<file path="src/rtl/spi_flash_arbiter_if.sv">
// Host-side request/response bundle shared by the 6809 port (0) and the boot/copy engine (1).
interface spi_flash_arbiter_if;
  logic        i_req0;
  logic        i_req1;
  logic        i_rw0;
  logic        i_rw1;
  logic [23:0] i_addr0;
  logic [23:0] i_addr1;
  logic [7:0]  i_wdata0;
  logic [7:0]  i_wdata1;
  logic        o_ack0;
  logic        o_ack1;
  logic [7:0]  o_rdata;
  logic        o_err;
  logic        o_busy;

  modport master (
    output i_req0, i_req1, i_rw0, i_rw1, i_addr0, i_addr1, i_wdata0, i_wdata1,
    input  o_ack0, o_ack1, o_rdata, o_err, o_busy
  );

  modport slave (
    input  i_req0, i_req1, i_rw0, i_rw1, i_addr0, i_addr1, i_wdata0, i_wdata1,
    output o_ack0, o_ack1, o_rdata, o_err, o_busy
  );
endinterface

</file>
<file path="src/rtl/spi_flash_arbiter.sv">
// Two-port round-robin arbiter owning one SPI flash in Mode 0 (SCK = clk/2).
// Reads are a single READ; writes are WREN, PAGE PROGRAM, then RDSR polling on WIP.
module spi_flash_arbiter #(
  parameter logic [15:0] POLL_LIMIT = 16'd48000,
  parameter int unsigned CS_GAP     = 2
) (
  input  logic               clk,
  input  logic               reset,
  spi_flash_arbiter_if.slave bus,
  output logic               o_SPI_CLK,
  output logic               o_SPI_MOSI,
  output logic               o_SPI_CS,
  input  logic               i_SPI_MISO
);
  localparam int GW = $clog2(CS_GAP) + 1;
  localparam logic [GW-1:0] GAP_LAST = GW'(CS_GAP - 1);

  localparam logic [7:0] CMD_READ = 8'h03;
  localparam logic [7:0] CMD_WREN = 8'h06;
  localparam logic [7:0] CMD_PP   = 8'h02;
  localparam logic [7:0] CMD_RDSR = 8'h05;

  typedef enum logic [3:0] {
    IDLE, RD_XFER, WREN_XFER, GAP1, PP_XFER, GAP2, POLL_XFER, POLL_GAP, DONE
  } state_t;

  typedef struct packed {
    logic        rw;
    logic [23:0] addr;
    logic [7:0]  wdata;
  } req_t;

  state_t        state_q, state_d;
  req_t          req_q, req_d, req_sel;
  logic          port_q, port_d;
  logic          last_q, last_d;
  logic [39:0]   tx_q, tx_d;
  logic [7:0]    rx_q, rx_d;
  logic [7:0]    rdata_q, rdata_d;
  logic [5:0]    bit_cnt_q, bit_cnt_d;
  logic [GW-1:0] gap_cnt_q, gap_cnt_d;
  logic [15:0]   poll_cnt_q, poll_cnt_d, poll_inc;
  logic          fail_q, fail_d;
  logic          cs_q, cs_d;
  logic          sck_q, sck_d;
  logic          mosi_q, mosi_d;
  logic          ack0_q, ack0_d;
  logic          ack1_q, ack1_d;
  logic          err_q, err_d;
  logic          busy_q, busy_d;

  logic          gnt0, gnt1, in_xfer, xfer_done, start;
  logic [39:0]   start_frame;
  logic [5:0]    start_bits;

  // On a tie the port that was not served last wins.
  assign gnt0     = bus.i_req0 & (~bus.i_req1 | last_q);
  assign gnt1     = bus.i_req1 & (~bus.i_req0 | ~last_q);
  assign req_sel  = gnt1 ? req_t'({bus.i_rw1, bus.i_addr1, bus.i_wdata1})
                         : req_t'({bus.i_rw0, bus.i_addr0, bus.i_wdata0});
  assign in_xfer  = (state_q == RD_XFER) || (state_q == WREN_XFER) ||
                    (state_q == PP_XFER) || (state_q == POLL_XFER);
  assign poll_inc = (poll_cnt_q == 16'hFFFF) ? poll_cnt_q : poll_cnt_q + 16'd1;

  always_comb begin
    state_d     = state_q;
    req_d       = req_q;
    port_d      = port_q;
    last_d      = last_q;
    tx_d        = tx_q;
    rx_d        = rx_q;
    rdata_d     = rdata_q;
    bit_cnt_d   = bit_cnt_q;
    gap_cnt_d   = gap_cnt_q;
    poll_cnt_d  = poll_cnt_q;
    fail_d      = fail_q;
    cs_d        = cs_q;
    sck_d       = sck_q;
    mosi_d      = mosi_q;
    ack0_d      = 1'b0;
    ack1_d      = 1'b0;
    err_d       = 1'b0;
    busy_d      = busy_q;
    xfer_done   = 1'b0;
    start       = 1'b0;
    start_frame = '0;
    start_bits  = '0;

    // Shared bit engine: rising half samples MISO, falling half shifts MOSI
    // or, on the last bit, raises CS with SCK left low.
    if (in_xfer) begin
      if (!sck_q) begin
        sck_d = 1'b1;
        rx_d  = {rx_q[6:0], i_SPI_MISO};
      end else begin
        sck_d = 1'b0;
        if (bit_cnt_q == 6'd1) begin
          cs_d      = 1'b1;
          mosi_d    = 1'b0;
          xfer_done = 1'b1;
        end else begin
          tx_d      = {tx_q[38:0], 1'b0};
          mosi_d    = tx_q[38];
          bit_cnt_d = bit_cnt_q - 6'd1;
        end
      end
    end

    case (state_q)
      IDLE: begin
        if (gnt0 || gnt1) begin
          req_d      = req_sel;
          port_d     = gnt1;
          busy_d     = 1'b1;
          poll_cnt_d = '0;
          fail_d     = 1'b0;
          start      = 1'b1;
          if (req_sel.rw) begin
            start_frame = {CMD_READ, req_sel.addr, 8'h00};
            start_bits  = 6'd40;
            state_d     = RD_XFER;
          end else begin
            start_frame = {CMD_WREN, 32'h0};
            start_bits  = 6'd8;
            state_d     = WREN_XFER;
          end
        end
      end
      RD_XFER: if (xfer_done) state_d = DONE;
      WREN_XFER: begin
        if (xfer_done) begin
          gap_cnt_d = '0;
          state_d   = GAP1;
        end
      end
      GAP1: begin
        if (gap_cnt_q == GAP_LAST) begin
          start       = 1'b1;
          start_frame = {CMD_PP, req_q.addr, req_q.wdata};
          start_bits  = 6'd40;
          state_d     = PP_XFER;
        end else begin
          gap_cnt_d = gap_cnt_q + GW'(1);
        end
      end
      PP_XFER: begin
        if (xfer_done) begin
          gap_cnt_d = '0;
          state_d   = GAP2;
        end
      end
      GAP2, POLL_GAP: begin
        if (gap_cnt_q == GAP_LAST) begin
          start       = 1'b1;
          start_frame = {CMD_RDSR, 32'h0};
          start_bits  = 6'd16;
          state_d     = POLL_XFER;
        end else begin
          gap_cnt_d = gap_cnt_q + GW'(1);
        end
      end
      POLL_XFER: begin
        // rx_q already holds the full status byte; WIP is its last bit.
        if (xfer_done) begin
          poll_cnt_d = poll_inc;
          if (rx_q[0] && (poll_cnt_q < POLL_LIMIT)) begin
            gap_cnt_d = '0;
            state_d   = POLL_GAP;
          end else begin
            fail_d  = rx_q[0];
            state_d = DONE;
          end
        end
      end
      DONE: begin
        ack0_d  = ~port_q;
        ack1_d  = port_q;
        err_d   = fail_q;
        if (req_q.rw) rdata_d = rx_q;
        last_d  = port_q;
        busy_d  = 1'b0;
        state_d = IDLE;
      end
      default: state_d = IDLE;
    endcase

    // CS falls with the frame MSB already on MOSI.
    if (start) begin
      tx_d      = start_frame;
      mosi_d    = start_frame[39];
      cs_d      = 1'b0;
      sck_d     = 1'b0;
      bit_cnt_d = start_bits;
    end
  end

  always_ff @(posedge clk) begin
    if (reset) begin
      state_q    <= IDLE;
      req_q      <= '0;
      port_q     <= 1'b0;
      last_q     <= 1'b1;
      tx_q       <= '0;
      rx_q       <= '0;
      rdata_q    <= '0;
      bit_cnt_q  <= '0;
      gap_cnt_q  <= '0;
      poll_cnt_q <= '0;
      fail_q     <= 1'b0;
      cs_q       <= 1'b1;
      sck_q      <= 1'b0;
      mosi_q     <= 1'b0;
      ack0_q     <= 1'b0;
      ack1_q     <= 1'b0;
      err_q      <= 1'b0;
      busy_q     <= 1'b0;
    end else begin
      state_q    <= state_d;
      req_q      <= req_d;
      port_q     <= port_d;
      last_q     <= last_d;
      tx_q       <= tx_d;
      rx_q       <= rx_d;
      rdata_q    <= rdata_d;
      bit_cnt_q  <= bit_cnt_d;
      gap_cnt_q  <= gap_cnt_d;
      poll_cnt_q <= poll_cnt_d;
      fail_q     <= fail_d;
      cs_q       <= cs_d;
      sck_q      <= sck_d;
      mosi_q     <= mosi_d;
      ack0_q     <= ack0_d;
      ack1_q     <= ack1_d;
      err_q      <= err_d;
      busy_q     <= busy_d;
    end
  end

  assign bus.o_ack0  = ack0_q;
  assign bus.o_ack1  = ack1_q;
  assign bus.o_rdata = rdata_q;
  assign bus.o_err   = err_q;
  assign bus.o_busy  = busy_q;
  assign o_SPI_CLK   = sck_q;
  assign o_SPI_MOSI  = mosi_q;
  assign o_SPI_CS    = cs_q;
endmodule

</file>
<file path="src/flat_wrapper.sv">
// flat-port wrapper written by rule: the top's interface ports become plain ports
module spi_flash_arbiter_flat 
#(
  parameter logic [15:0] POLL_LIMIT = 16'd48000,
  parameter int unsigned CS_GAP     = 2
)
  (clk, reset, o_SPI_CLK, o_SPI_MOSI, o_SPI_CS, i_SPI_MISO, bus_i_req0, bus_i_req1, bus_i_rw0, bus_i_rw1, bus_i_addr0, bus_i_addr1, bus_i_wdata0, bus_i_wdata1, bus_o_ack0, bus_o_ack1, bus_o_rdata, bus_o_err, bus_o_busy);
  spi_flash_arbiter_if bus_i ();
  input  logic clk;
  input  logic reset;
  output logic o_SPI_CLK;
  output logic o_SPI_MOSI;
  output logic o_SPI_CS;
  input  logic i_SPI_MISO;
  input wire logic [$bits(bus_i.i_req0)-1:0] bus_i_req0;
  input wire logic [$bits(bus_i.i_req1)-1:0] bus_i_req1;
  input wire logic [$bits(bus_i.i_rw0)-1:0] bus_i_rw0;
  input wire logic [$bits(bus_i.i_rw1)-1:0] bus_i_rw1;
  input wire logic [$bits(bus_i.i_addr0)-1:0] bus_i_addr0;
  input wire logic [$bits(bus_i.i_addr1)-1:0] bus_i_addr1;
  input wire logic [$bits(bus_i.i_wdata0)-1:0] bus_i_wdata0;
  input wire logic [$bits(bus_i.i_wdata1)-1:0] bus_i_wdata1;
  output wire logic [$bits(bus_i.o_ack0)-1:0] bus_o_ack0;
  output wire logic [$bits(bus_i.o_ack1)-1:0] bus_o_ack1;
  output wire logic [$bits(bus_i.o_rdata)-1:0] bus_o_rdata;
  output wire logic [$bits(bus_i.o_err)-1:0] bus_o_err;
  output wire logic [$bits(bus_i.o_busy)-1:0] bus_o_busy;
  assign bus_i.i_req0 = bus_i_req0;
  assign bus_i.i_req1 = bus_i_req1;
  assign bus_i.i_rw0 = bus_i_rw0;
  assign bus_i.i_rw1 = bus_i_rw1;
  assign bus_i.i_addr0 = bus_i_addr0;
  assign bus_i.i_addr1 = bus_i_addr1;
  assign bus_i.i_wdata0 = bus_i_wdata0;
  assign bus_i.i_wdata1 = bus_i_wdata1;
  assign bus_o_ack0 = bus_i.o_ack0;
  assign bus_o_ack1 = bus_i.o_ack1;
  assign bus_o_rdata = bus_i.o_rdata;
  assign bus_o_err = bus_i.o_err;
  assign bus_o_busy = bus_i.o_busy;
  spi_flash_arbiter #(.POLL_LIMIT(POLL_LIMIT), .CS_GAP(CS_GAP)) u_core (.clk(clk), .reset(reset), .bus(bus_i), .o_SPI_CLK(o_SPI_CLK), .o_SPI_MOSI(o_SPI_MOSI), .o_SPI_CS(o_SPI_CS), .i_SPI_MISO(i_SPI_MISO));
endmodule
</file>
<file path="config.mk">
export PLATFORM = sky130hd
export DESIGN_NAME = spi_flash_arbiter_flat
export DESIGN_NICKNAME = d
export VERILOG_FILES = /design/src/rtl/spi_flash_arbiter_if.sv /design/src/rtl/spi_flash_arbiter.sv /design/src/flat_wrapper.sv
export SDC_FILE = /design/constraint.sdc
export NUM_CORES = 1
export LEC_CHECK = 0
export CAP_MARGIN = 20
export CORE_MARGIN = 3
export CORE_UTILIZATION = 55
export DETAILED_ROUTE_END_ITERATION = 8
export GPL_TIMING_DRIVEN = 0
export PLACE_DENSITY = 0.8
export SETUP_SLACK_MARGIN = 0.5
export SLEW_MARGIN = 20
export SYNTH_ARGS = -nofsm -noshare
export SYNTH_HDL_FRONTEND = slang
export SYNTH_SLANG_ARGS = --single-unit
</file>
<file path="constraint.sdc">
create_clock -name clk -period 5.67 [get_ports clk]
set_input_delay 1.134 -clock clk [delete_from_list [all_inputs] [get_ports clk]]
set_output_delay 1.134 -clock clk [all_outputs]
set_load 0.05 [all_outputs]
</file>
Figure 1. Sizing map.
The bar under the picture is 20 um long.
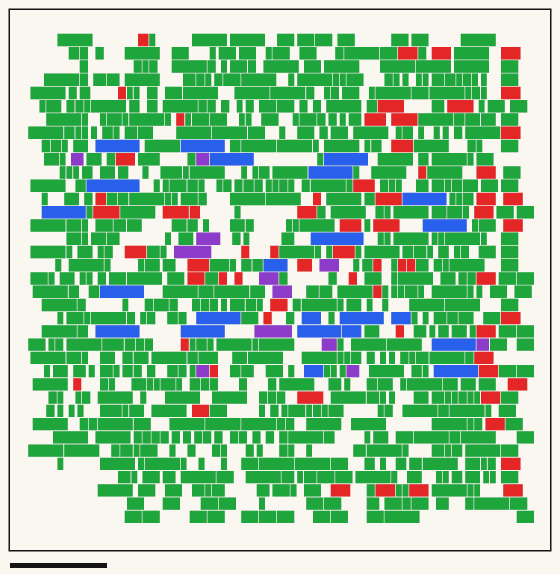
| color | size | cells | share | most used |
|---|---|---|---|---|
| red | drive 2 | 65 | 8.0% | mux2_2 |
| blue | drive 6 and up | 23 | 2.8% | clkbuf_16 |
| purple | drive 3 to 4 | 12 | 1.5% | clkinvlp_4 |
| green | drive 1 or less | 715 | 88% | dfxtp_1 |

Figure 2. Cell classes on the final placement.
The bar under the picture is 20 um long.
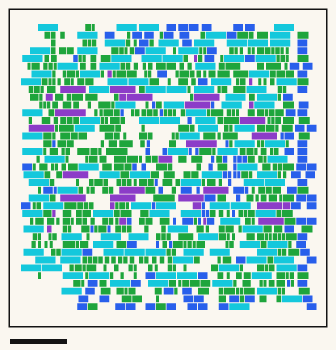
| color | class | cells |
|---|---|---|
| cyan | flops | 126 |
| green | all other logic | 520 |
| purple | clock drivers and dummy loads | 32 |
| blue | other buffers and delay cells | 137 |

Figure 3. Sequential cells colored by netlist name.
The bar under the picture is 20 um long.
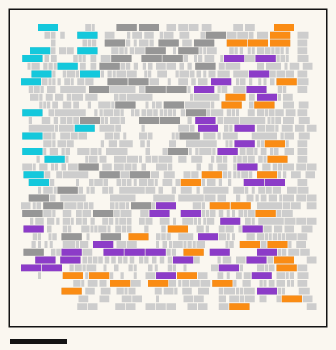
| color | name in the netlist | sequential cells |
|---|---|---|
| purple | `u_core.tx_q` | 39 |
| cyan | `u_core.poll_cnt_q` | 16 |
| orange | `u_core.req_q` | 33 |
not colored: 38
final core utilization: 72.57%
combined flip-flop and latch cell area: 2522 um2
sequential cell area share: 33.08%
sequential logic power: 1.28 mW

==> out/metrics.json <==
{
  "outcome": {"value": "complete, no violations"},
  "top_layer_used": {"value": "met4"},
  "drt_wl_total": {"value": 17080, "unit": "um"},
  "met2RoutedLength": {"value": 8540, "unit": "um"},
  "ys_warn_count": {"value": 0},
  "final_common_cell": {"value": "sky130_fd_sc_hd__dfxtp_1"},
  "setup_violations": {"value": 0},
  "drt_pass1_iterations": {"value": 5},
  "hold_violations": {"value": 0},
  "largest_fanout_on_the_critical_path": {"value": 10},
  "routed-wl-met3": {"value": 1054, "unit": "um"},
  "antennaDiodeCount": {"value": 0},
  "tritoncts_clock_tree": {"value": "built"},
  "dieArea": {"value": 12290, "unit": "um2"},
  "synth.cells.most_frequent": {"value": "126 x sky130_fd_sc_hd__dfxtp_1, 116 x sky130_fd_sc_hd__nor2_1, 44 x sky130_fd_sc_hd__nand2_1"},
  "fin_tns_setup": {"value": 0, "unit": "ns"},
  "gr-usage-met3": {"value": 6.550, "unit": "%"},
  "top_cell_area_share": {"value": 41.70, "unit": "%"},
  "dieHeight": {"value": 110.9, "unit": "um"},
  "drv_slew": {"value": 0},
  "grt_setup_unrepaired": {"value": "no"},
  "reg2reg_depth": {"value": 6},
  "worst-path-buf-inv": {"value": 2},
  "post_synth_regs": {"value": 126},
  "fp_util": {"value": 57.55, "unit": "%"},
  "synthesis.area": {"value": 6048, "unit": "um2"},
  "grt_pass1_vias": {"value": 5676},
  "synth_cells": {"value": 698},
  "critPathLaunch": {"value": "bus_i_req1"},
  "worst-endpoint-required": {"value": 6.04, "unit": "ns"},
  "endpoint": {"value": "u_core.tx_q[32]$_SDFFE_PP0P_"},
  "antenna_nets_post_route": {"value": 0},
  "met1_length": {"value": 7214, "unit": "um"},
  "synth-seq-area-share": {"value": 41.70, "unit": "%"},
  "first_iter_violations": {"value": 520},
  "cts_resized": {"value": 0},
  "clk-insertion-delay-late": {"value": 0.52, "unit": "ns"},
  "slowest_stage_delay_cp": {"value": 0.86, "unit": "ns"},
  "worst_pin_slew": {"value": 0.9543, "unit": "ns"},
  "wire_per_inst": {"value": 17.96, "unit": "um"},
  "hold_path_class": {"value": "reg -> reg"},
  "critical_path_arrival": {"value": 3.84, "unit": "ns"},
  "cts_made_buffers": {"value": 17},
  "detailed_place_hpwl": {"value": 12160, "unit": "um"},
  "core_region_area": {"value": 10510, "unit": "um2"},
  "buffer_ports.inserted": {"value": 85},
  "share_of_the_clock_period_used_by_the_worst_path": {"value": 61.23, "unit": "%"},
  "ctsHtreeMaxLevel": {"value": 4},
  "grt.met1_usage": {"value": 34.60, "unit": "%"},
  "timing.slew.headroom": {"value": 34.56, "unit": "%"},
  "layout.nets": {"value": 877},
  "placement.cell_area": {"value": 7069, "unit": "um2"},
  "layout-drive-gt1-share": {"value": 12.27, "unit": "%"},
  "post-synth-top-area-cell": {"value": "sky130_fd_sc_hd__dfxtp_1"},
  "worst-setup-path-type": {"value": "in -> reg"},
  "groute.usage.overall": {"value": 27.69, "unit": "%"},
  "worst_hold_path_ep": {"value": "u_core.bus.o_rdata[7]$_SDFFE_PP0P_"},
  "wire_length_of_the_first_global_routing_pass": {"value": 28300, "unit": "um"},
  "syn_nets": {"value": 773},
  "chipWidth": {"value": 110.9, "unit": "um"}
}
-- registers in the layout (all words and copies together), names as in the netlist --
name / flops
u_core.bus.o_ack1: 1
u_core.gap_cnt_q: 2
u_core.bus.o_err: 1
u_core.bus.o_rdata: 8
u_core.o_SPI_MOSI: 1
u_core.bus.o_busy: 1
u_core.state_q: 4
u_core.bit_cnt_q: 6
u_core.req_q: 33
u_core.fail_q: 1
u_core.rx_q: 8
u_core.o_SPI_CLK: 1
u_core.poll_cnt_q: 16
u_core.last_q: 1
u_core.port_q: 1
u_core.bus.o_ack0: 1
u_core.tx_q: 39
u_core.o_SPI_CS: 1
-- layout make-up --
type                            count  area, um2
Buffer                             52      246.5
Clock buffer                       21      429.2
Clock inverter                     11      118.9
Fill cell                         807       2883
Inverter                           11      41.29
Multi-Input combinational cell    509       3247
Sequential cell                   126       2522
Tap cell                          136      170.2
Timing Repair Buffer               85      850.8
-- logic make-up after synthesis --
group	count (synthesis)	synth area share, %
multiplexers	45	7.923
XOR/XNOR	8	1.159
AND-OR/OR-AND	159	19.84
buffers and inverters	63	4.758
AND/OR/NAND/NOR	293	23.79
flip-flops	126	41.70
adder cells (fa/ha/maj)	4	0.8275
-- through the flow --
stage,setup slack (ns),std cells,hold slack [ns]
detailed placement,1.712,919,0.4456
global route,2.117,951,0.4868
finish,2.198,951,0.4577
global placement,1.685,919,0.4407
floorplan,3.012,698,0.4287
CTS,2.219,951,0.4582
-- where the power goes --
group	leakage (nW)	switching, mW	internal (mW)	total (mW)
clock	0.258	0.390	0.622	1.01
combinational	1.51	0.946	0.581	1.53
sequential	1.03	0.146	1.14	1.28
total	2.80	1.48	2.34	3.82
Power figures rest on the tool's default switching activity, not on a simulated workload.
